**Run 1: routed clock nets over the placement**

(6 px per um)
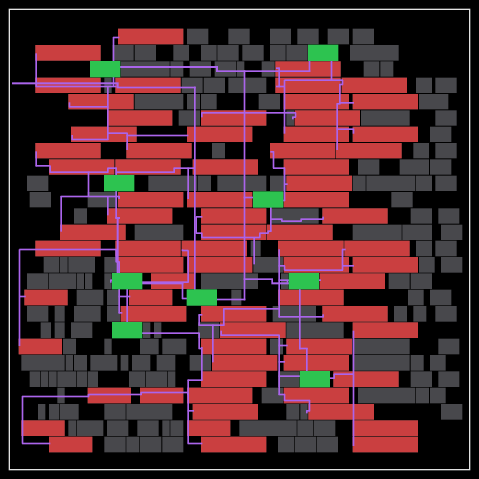
**Run 1: M3 wires**

(4 px per um) Cells faint in the background.
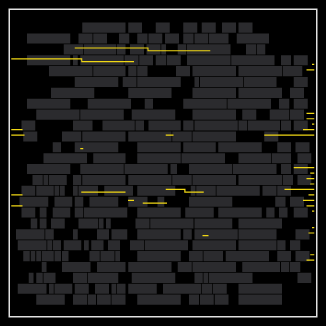
**Run 1: placed cells, one colour a class**

(4 px per um)
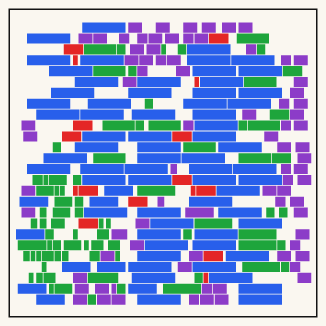
`src/rtl/instruction_queue.sv`:
```
// ============================================================================
// Module      : instruction_queue
// Description : DEPTH-entry FIFO of instruction words between fetch and
//               control/decode, presenting the decoded head entry.
//               Optional macro IQ_PEEK_EN adds a decoded view of the entry
//               behind the head for two-word instruction lookahead.
// Revision    : 1.0 - initial release
// ============================================================================
`default_nettype none

module instruction_queue #(
    parameter int WORD_W = 16,
    parameter int OPC_W  = 7,
    parameter int OPR_W  = 3,
    parameter int DEPTH  = 4
) (
    input  logic                     clock,
    input  logic                     reset_n,
    input  logic                     flush,
    input  logic [WORD_W-1:0]        in,
    input  logic                     in_valid,
    output logic                     in_ready,
    input  logic                     advance,
    output logic                     out_valid,
    output logic [WORD_W-1:0]        outWord,
    output logic [OPC_W-1:0]         outOpcode,
    output logic [OPR_W-1:0]         outOp0,
    output logic [OPR_W-1:0]         outOp1,
    output logic [OPR_W-1:0]         outOp2,
    output logic [$clog2(DEPTH):0]   count
`ifdef IQ_PEEK_EN
    ,
    output logic                     peek_valid,
    output logic [WORD_W-1:0]        peekWord,
    output logic [OPC_W-1:0]         peekOpcode,
    output logic [OPR_W-1:0]         peekOp0,
    output logic [OPR_W-1:0]         peekOp1,
    output logic [OPR_W-1:0]         peekOp2
`endif
);

    localparam int PTR_W = $clog2(DEPTH);
    localparam int CNT_W = PTR_W + 1;
    localparam logic [CNT_W-1:0] C_FULL    = CNT_W'(DEPTH);
    localparam logic [CNT_W-1:0] C_CNT_ONE = CNT_W'(1);
    localparam logic [PTR_W-1:0] C_PTR_ONE = PTR_W'(1);

    if (OPC_W + 3 * OPR_W != WORD_W) begin : g_badFieldWidths
        $error("instruction_queue: OPC_W + 3*OPR_W must equal WORD_W");
    end
    if ((DEPTH < 2) || ((DEPTH & (DEPTH - 1)) != 0)) begin : g_badDepth
        $error("instruction_queue: DEPTH must be a power of two >= 2");
    end

    logic [WORD_W-1:0] r_mem [DEPTH];
    logic [PTR_W-1:0]  r_wrPtr;
    logic [PTR_W-1:0]  r_rdPtr;
    logic [CNT_W-1:0]  r_count;
    logic              w_push;
    logic              w_pop;

    // Ready depends only on registered state, so a full queue refuses a
    // word even in a cycle where the head is being consumed.
    assign in_ready  = reset_n && (r_count != C_FULL);
    assign out_valid = reset_n && (r_count != '0);
    assign w_push    = in_valid && in_ready && !flush;
    assign w_pop     = advance && out_valid && !flush;
    assign count     = r_count;

    assign outWord   = out_valid ? r_mem[r_rdPtr] : '0;
    assign outOpcode = outWord[WORD_W-1 -: OPC_W];
    assign outOp0    = outWord[3*OPR_W-1 -: OPR_W];
    assign outOp1    = outWord[2*OPR_W-1 -: OPR_W];
    assign outOp2    = outWord[OPR_W-1:0];

    always_ff @(posedge clock) begin
        if (!reset_n || flush) begin
            r_wrPtr <= '0;
            r_rdPtr <= '0;
            r_count <= '0;
        end else begin
            if (w_push) r_wrPtr <= r_wrPtr + C_PTR_ONE;
            if (w_pop)  r_rdPtr <= r_rdPtr + C_PTR_ONE;
            case ({w_push, w_pop})
                2'b10:   r_count <= r_count + C_CNT_ONE;
                2'b01:   r_count <= r_count - C_CNT_ONE;
                default: r_count <= r_count;
            endcase
        end
    end

    // Storage is intentionally left uninitialised; outputs are masked by valid.
    always_ff @(posedge clock) begin
        if (w_push) r_mem[r_wrPtr] <= in;
    end

`ifdef IQ_PEEK_EN
    logic [PTR_W-1:0] w_peekPtr;

    assign w_peekPtr  = r_rdPtr + C_PTR_ONE;
    assign peek_valid = reset_n && (r_count >= CNT_W'(2));
    assign peekWord   = peek_valid ? r_mem[w_peekPtr] : '0;
    assign peekOpcode = peekWord[WORD_W-1 -: OPC_W];
    assign peekOp0    = peekWord[3*OPR_W-1 -: OPR_W];
    assign peekOp1    = peekWord[2*OPR_W-1 -: OPR_W];
    assign peekOp2    = peekWord[OPR_W-1:0];
`endif

endmodule

`default_nettype wire

```
`config.mk`:
```
export PLATFORM = sky130hd
export DESIGN_NAME = instruction_queue
export DESIGN_NICKNAME = d
export VERILOG_FILES = /design/src/rtl/instruction_queue.sv
export SDC_FILE = /design/constraint.sdc
export NUM_CORES = 1
export LEC_CHECK = 0
export ABC_CLOCK_PERIOD_IN_PS = 5800
export CORE_UTILIZATION = 56
export DETAILED_ROUTE_END_ITERATION = 7
export GPL_TIMING_DRIVEN = 0
export HOLD_SLACK_MARGIN = 0.06
export PLACE_DENSITY = 0.83
export SLEW_MARGIN = 30
export SYNTH_ARGS = -nofsm -noshare
export SYNTH_HDL_FRONTEND = slang
export SYNTH_SLANG_ARGS = --single-unit
export TNS_END_PERCENT = 20
```
`constraint.sdc`:
```
create_clock -name clock -period 5.8 [get_ports clock]
set_input_delay 0.87 -clock clock [delete_from_list [all_inputs] [get_ports clock]]
set_output_delay 0.87 -clock clock [all_outputs]
set_load 0.05 [all_outputs]
```
==> job_summary.md, run 1 <==
### Yosys + OpenROAD results

| Metric | Value |
|---|---|
| # resized after CTS | 0 |
| Max transition margin | 44.7% |
| Post-Layout Cell Count | 316 |
| Post-Synth Simple-Gate Area | 7.37% |
| CTS Buf Count | 9 |
| Status | complete, no violations |
| Tool Warnings | 29 |
| Via density | 5.04 |
| Final Hold Vio Count | 0 |
| Seq cells post-synth | 73 |
| Max reg flops | 64 |
| First-pass GRT wire length | 7880 um |
| Main flop type | edfxtp_1 |
| Clock share of power | 35.1% |
| Port bufs | 57 |
| Worst flop-to-flop path startpoint | count[2] |
| Post-layout net count | 268 |
| Clk buf depth | 2 |
| Initial antenna violation count | 0 |
| WHS | 0.523 ns |
| Ao+oa area frac | 2.34% |
| Crit end category | output pin |
| H-tree depth | 3 |
| Syn Area/Cell | 18.0 um2 |
| XOR/XNOR Area Share | 1.13% |
| CP arrival | 2.93 ns |
| Plain + repair buffers | 79 |
| Tap cell count | 70 |
| Distinct lib cells | 27 |
| Core Rows | 26 |
| Die area | 0.00585 mm2 |
| CP delay by family, top | buffers and inverters |
| Reg2Reg Depth | 9 |
| Reg2reg setup slack | 3.43 ns |
| Post-CTS Hold Buffers | 0 |
| GRT met1 Usage | 22.1% |
| Peak VDD IR | 0.153 mV |
| Top cells by count | edfxtp_1, buf_4, nor2b_1 |
| Max power group | sequential cells |
| Seq area share | 53.4% |
| Slew Viols, Final | 0 |
| Number of clock buffers in the layout | 16 |
| Top cells excl fill/tap | edfxtp_1, clkdlybuf4s50_1, buf_4 |
| WL met1 | 2040 um |
| Buf+Inv Stages, Crit Path | 4 |
| Clk_skew | 0.00318 ns |
| Die X-Extent | 76.5 um |
| DRC | 0 |
| Clk root buf | clkbuf_8 |
| WP data required | 4.93 ns |
| Main logic family | multiplexers |
| Via count of the first global-routing pass | 1594 |
| Synthesized net count | 200 |
| Worst Max-Slew Pin Slew | 0.829 ns |
| Largest net degree at the start of global routing | 17 |
| Gpl congestion | 0.691 |
| Post-route cell area | 0.00394 mm2 |
| Yosys top cell by area | edfxtp_1 |
| Final Core Density | 75.1% |
| Tightest Hold Check Type | register to register |
| Placed Cells | 300 |
| Share of cells above drive strength 1 | 19.5% |
| Metal3 WL | 150 um |
| Combinational share of cell area | 20.4% |
| Crit path depth | 6 |
| Die height | 76.5 um |
Back to the opening pictures, 'routed clock nets over the placement':
[clock wires] purple | length: 748 um
[cells driving clock nets] green | count: 9
[flip-flops] red | count: 73
routed clock nets	10

Back to the opening pictures, 'M3 wires':
share of all routed wire	3.1%
main direction	horizontal
wire length on this layer	151 um

Back to the opening pictures, 'placed cells, one colour a class':
class	colour	cells
flip-flops	blue	73
other buffers and delay cells	purple	79
clock drivers and dummy loads	red	16
all other logic	green	78

**Run 1: I/O nets highlighted**

(6 px per um)
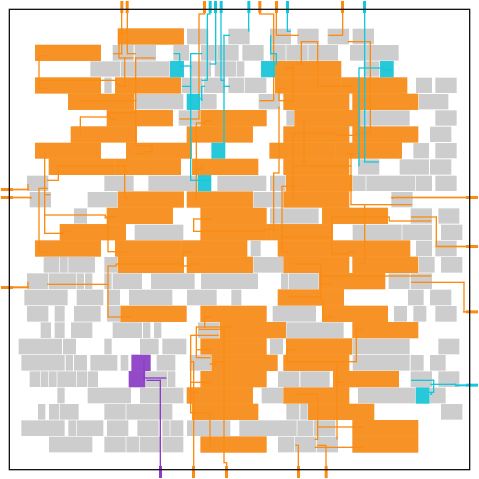

==> run 2: changes to the inputs <==
ABC_CLOCK_PERIOD_IN_PS = 3600   (was 5800)
CORE_UTILIZATION = 52   (was 56)
PLACE_DENSITY = 0.78   (was 0.83)
clock period = 3.6 ns   (was 5.8 ns; I/O delays follow)
**Run 2: I/O nets highlighted**

(6 px per um)
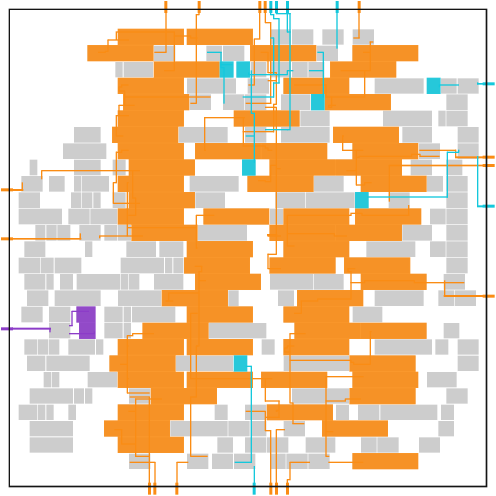
port	colour	direction	end cells	buffers	wire
`advance`	purple	input	2	1	16.8 um
`in`	orange	input	64	16	758 um
`outOpcode`	cyan	output	7	7	173 um

**Run 2: placed cells, one colour a class**

(3 px per um)
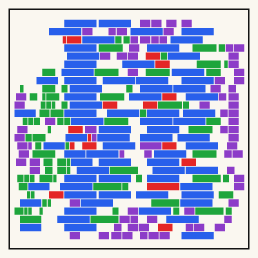
class	colour	cells
flip-flops	blue	73
all other logic	green	78
other buffers and delay cells	purple	79
clock drivers and dummy loads	red	16

==> run 2 against run 1 <==
  * Global-route usage down 1.1 points
  * Non-clock buffer count is the same
  * Area after synthesis stayed put
  * Synthesized cell count unchanged
  * Sequential share of layout area shrank 0.54 points
  * Count of clock-buffer cells in the layout is 2 lower
  * Register-to-register slack lost 2.2 ns
  * Die size is 7.5% higher
  * Critical endpoint is now outWord[8]
==> job_summary.md, run 2 <==
### Yosys + OpenROAD results

| Metric | Value |
|---|---|
| Combinational share of cell area | 20.2% (was 20.4%) |
| Placed Cells | 302 (was 300) |
| CP delay by family, top | buffers and inverters (unchanged) |
| Synth top cell by count | edfxtp_1 (unchanged) |
| Reg2reg setup slack | 1.27 ns (was 3.43 ns) |
| Max power group | sequential cells (unchanged) |
| DPL Wire Length | 3200 um (was 3230 um) |
| Largest net degree at the start of global routing | 17 (unchanged) |
| Post-layout net count | 268 (unchanged) |
| Hold path endpoint | r_wrPtr[1] (unchanged) |
| Crit path depth | 6 (unchanged) |
| Switching part of the total | 18.9% (was 19.5%) |
| Clk buf depth | 2 (unchanged) |
| Yosys top cell by area | edfxtp_1 (unchanged) |
| Reg2Reg Depth | 9 (unchanged) |
| CP Max Fanout | 10 (unchanged) |
| Post-Layout Cell Count | 318 (was 316) |
| Antenna-violating nets left | 0 (unchanged) |
| P_seq | 931 uW (was 578 uW) |
| Seq. cell area | 0.00210 mm2 (unchanged) |
| Ao+oa area frac | 2.34% (unchanged) |
| Seq area share | 52.9% (was 53.4%) |
| Tightest Hold Check Type | register to register (unchanged) |
| Core ar. | 0.00564 mm2 (was 0.00524 mm2) |
| CP startpoint kind | input pin (unchanged) |
| # resized after CTS | 0 (unchanged) |
| Seq cells post-synth | 73 (unchanged) |
| Die height | 79.3 um (was 76.5 um) |
| Setup bufs post-CTS | 0 (unchanged) |
| Fillers | 371 (was 320) |
| Clk_skew | 0.00702 ns (was 0.00318 ns) |
| First-pass GRT wire length | 7850 um (was 7880 um) |
| M3 GR Usage | 5.86% (was 5.63%) |
| Worst setup path class | input pin to output pin (unchanged) |
| Worst reg2reg path endpoint | count[2] (unchanged) |
| Status | complete, no violations (unchanged) |
| Plain + repair buffers | 79 (unchanged) |
| Crit path max-delay cell type | clkdlybuf4s50_1 (unchanged) |
| Post-CTS Hold Buffers | 0 (unchanged) |
| DRC | 0 (unchanged) |
| Post-route cell area | 0.00398 mm2 (was 0.00394 mm2) |
| Setup TNS | 0 ns (unchanged) |
| All-Layer GR Usage | 17.6% (was 18.8%) |
| Max transition margin | 42.8% (was 44.7%) |
| Via density | 5.10 (was 5.04) |
| Peak VDD IR | 0.285 mV (was 0.153 mV) |
| Die X-Extent | 79.3 um (was 76.5 um) |
| Distinct lib cells | 27 (unchanged) |
| Metal3 WL | 234 um (was 150 um) |
| Tap cell count | 72 (was 70) |
| Area post-placement | 0.00377 mm2 (was 0.00376 mm2) |
| Final Core Density | 70.5% (was 75.1%) |
| WP data required | 3.06 ns (was 4.93 ns) |
| CTS Buf Count | 9 (unchanged) |
| Clock share of power | 38.8% (was 35.1%) |
| # Cells Yosys | 173 (unchanged) |
| Met2 wire length | 2430 um (was 2530 um) |
| Crit end category | output pin (unchanged) |
| Synthesized net count | 200 (unchanged) |
| Main logic family | multiplexers (unchanged) |
| Die area | 0.00629 mm2 (was 0.00585 mm2) |
| CP arrival | 2.63 ns (was 2.93 ns) |
| Syn Area/Cell | 18.0 um2 (unchanged) |
| Int Pwr | 1350 uW (was 782 uW) |
| Flop pwr share | 56.1% (was 59.6%) |
| Tool Warnings | 29 (unchanged) |
| Initial antenna violation count | 0 (unchanged) |
| Core Rows | 27 (was 26) |
| Top cells by count | edfxtp_1, buf_4, nor2b_1 (unchanged) |
| WHS | 0.520 ns (was 0.523 ns) |
| RSZ-0062 raised after global routing | no (unchanged) |
| Met2 usage | 28.3% (was 31.7%) |
| Main flop type | edfxtp_1 (unchanged) |
| WL met1 | 2090 um (was 2040 um) |
| GRT met1 Usage | 21.2% (was 22.1%) |
| Via count of the first global-routing pass | 1644 (was 1594) |
| Logic power comb | 83.4 uW (was 51.6 uW) |
| Seq share, synth | 67.7% (unchanged) |
| Gpl congestion | 0.676 (was 0.691) |
| Worst Max-Slew Pin Slew | 0.858 ns (was 0.829 ns) |
| Clk root buf | clkbuf_8 (unchanged) |
| Post-Synth Simple-Gate Area | 7.37% (unchanged) |
| H-tree depth | 3 (unchanged) |
| Final Hold Vio Count | 0 (unchanged) |
| Slew Viols, Final | 0 (unchanged) |
| Buf+Inv Stages, Crit Path | 4 (unchanged) |
| Share of cells above drive strength 1 | 20.7% (was 19.5%) |
| TritonCTS clock tree | built (unchanged) |
| Port bufs | 57 (unchanged) |
| Crit path time final | 3.17 ns |
| Number of clock buffers in the layout | 14 (was 16) |
| Max reg flops | 64 (unchanged) |
| Top cells excl fill/tap | edfxtp_1, clkdlybuf4s50_1, buf_4 (unchanged) |
| Final WL | 4830 um (was 4820 um) |
| Worst flop-to-flop path startpoint | count[2] (unchanged) |
| Highest achievable clock rate | 0.316 GHz |
| XOR/XNOR Area Share | 1.13% (unchanged) |
Power is estimated from default activity; no workload was simulated.
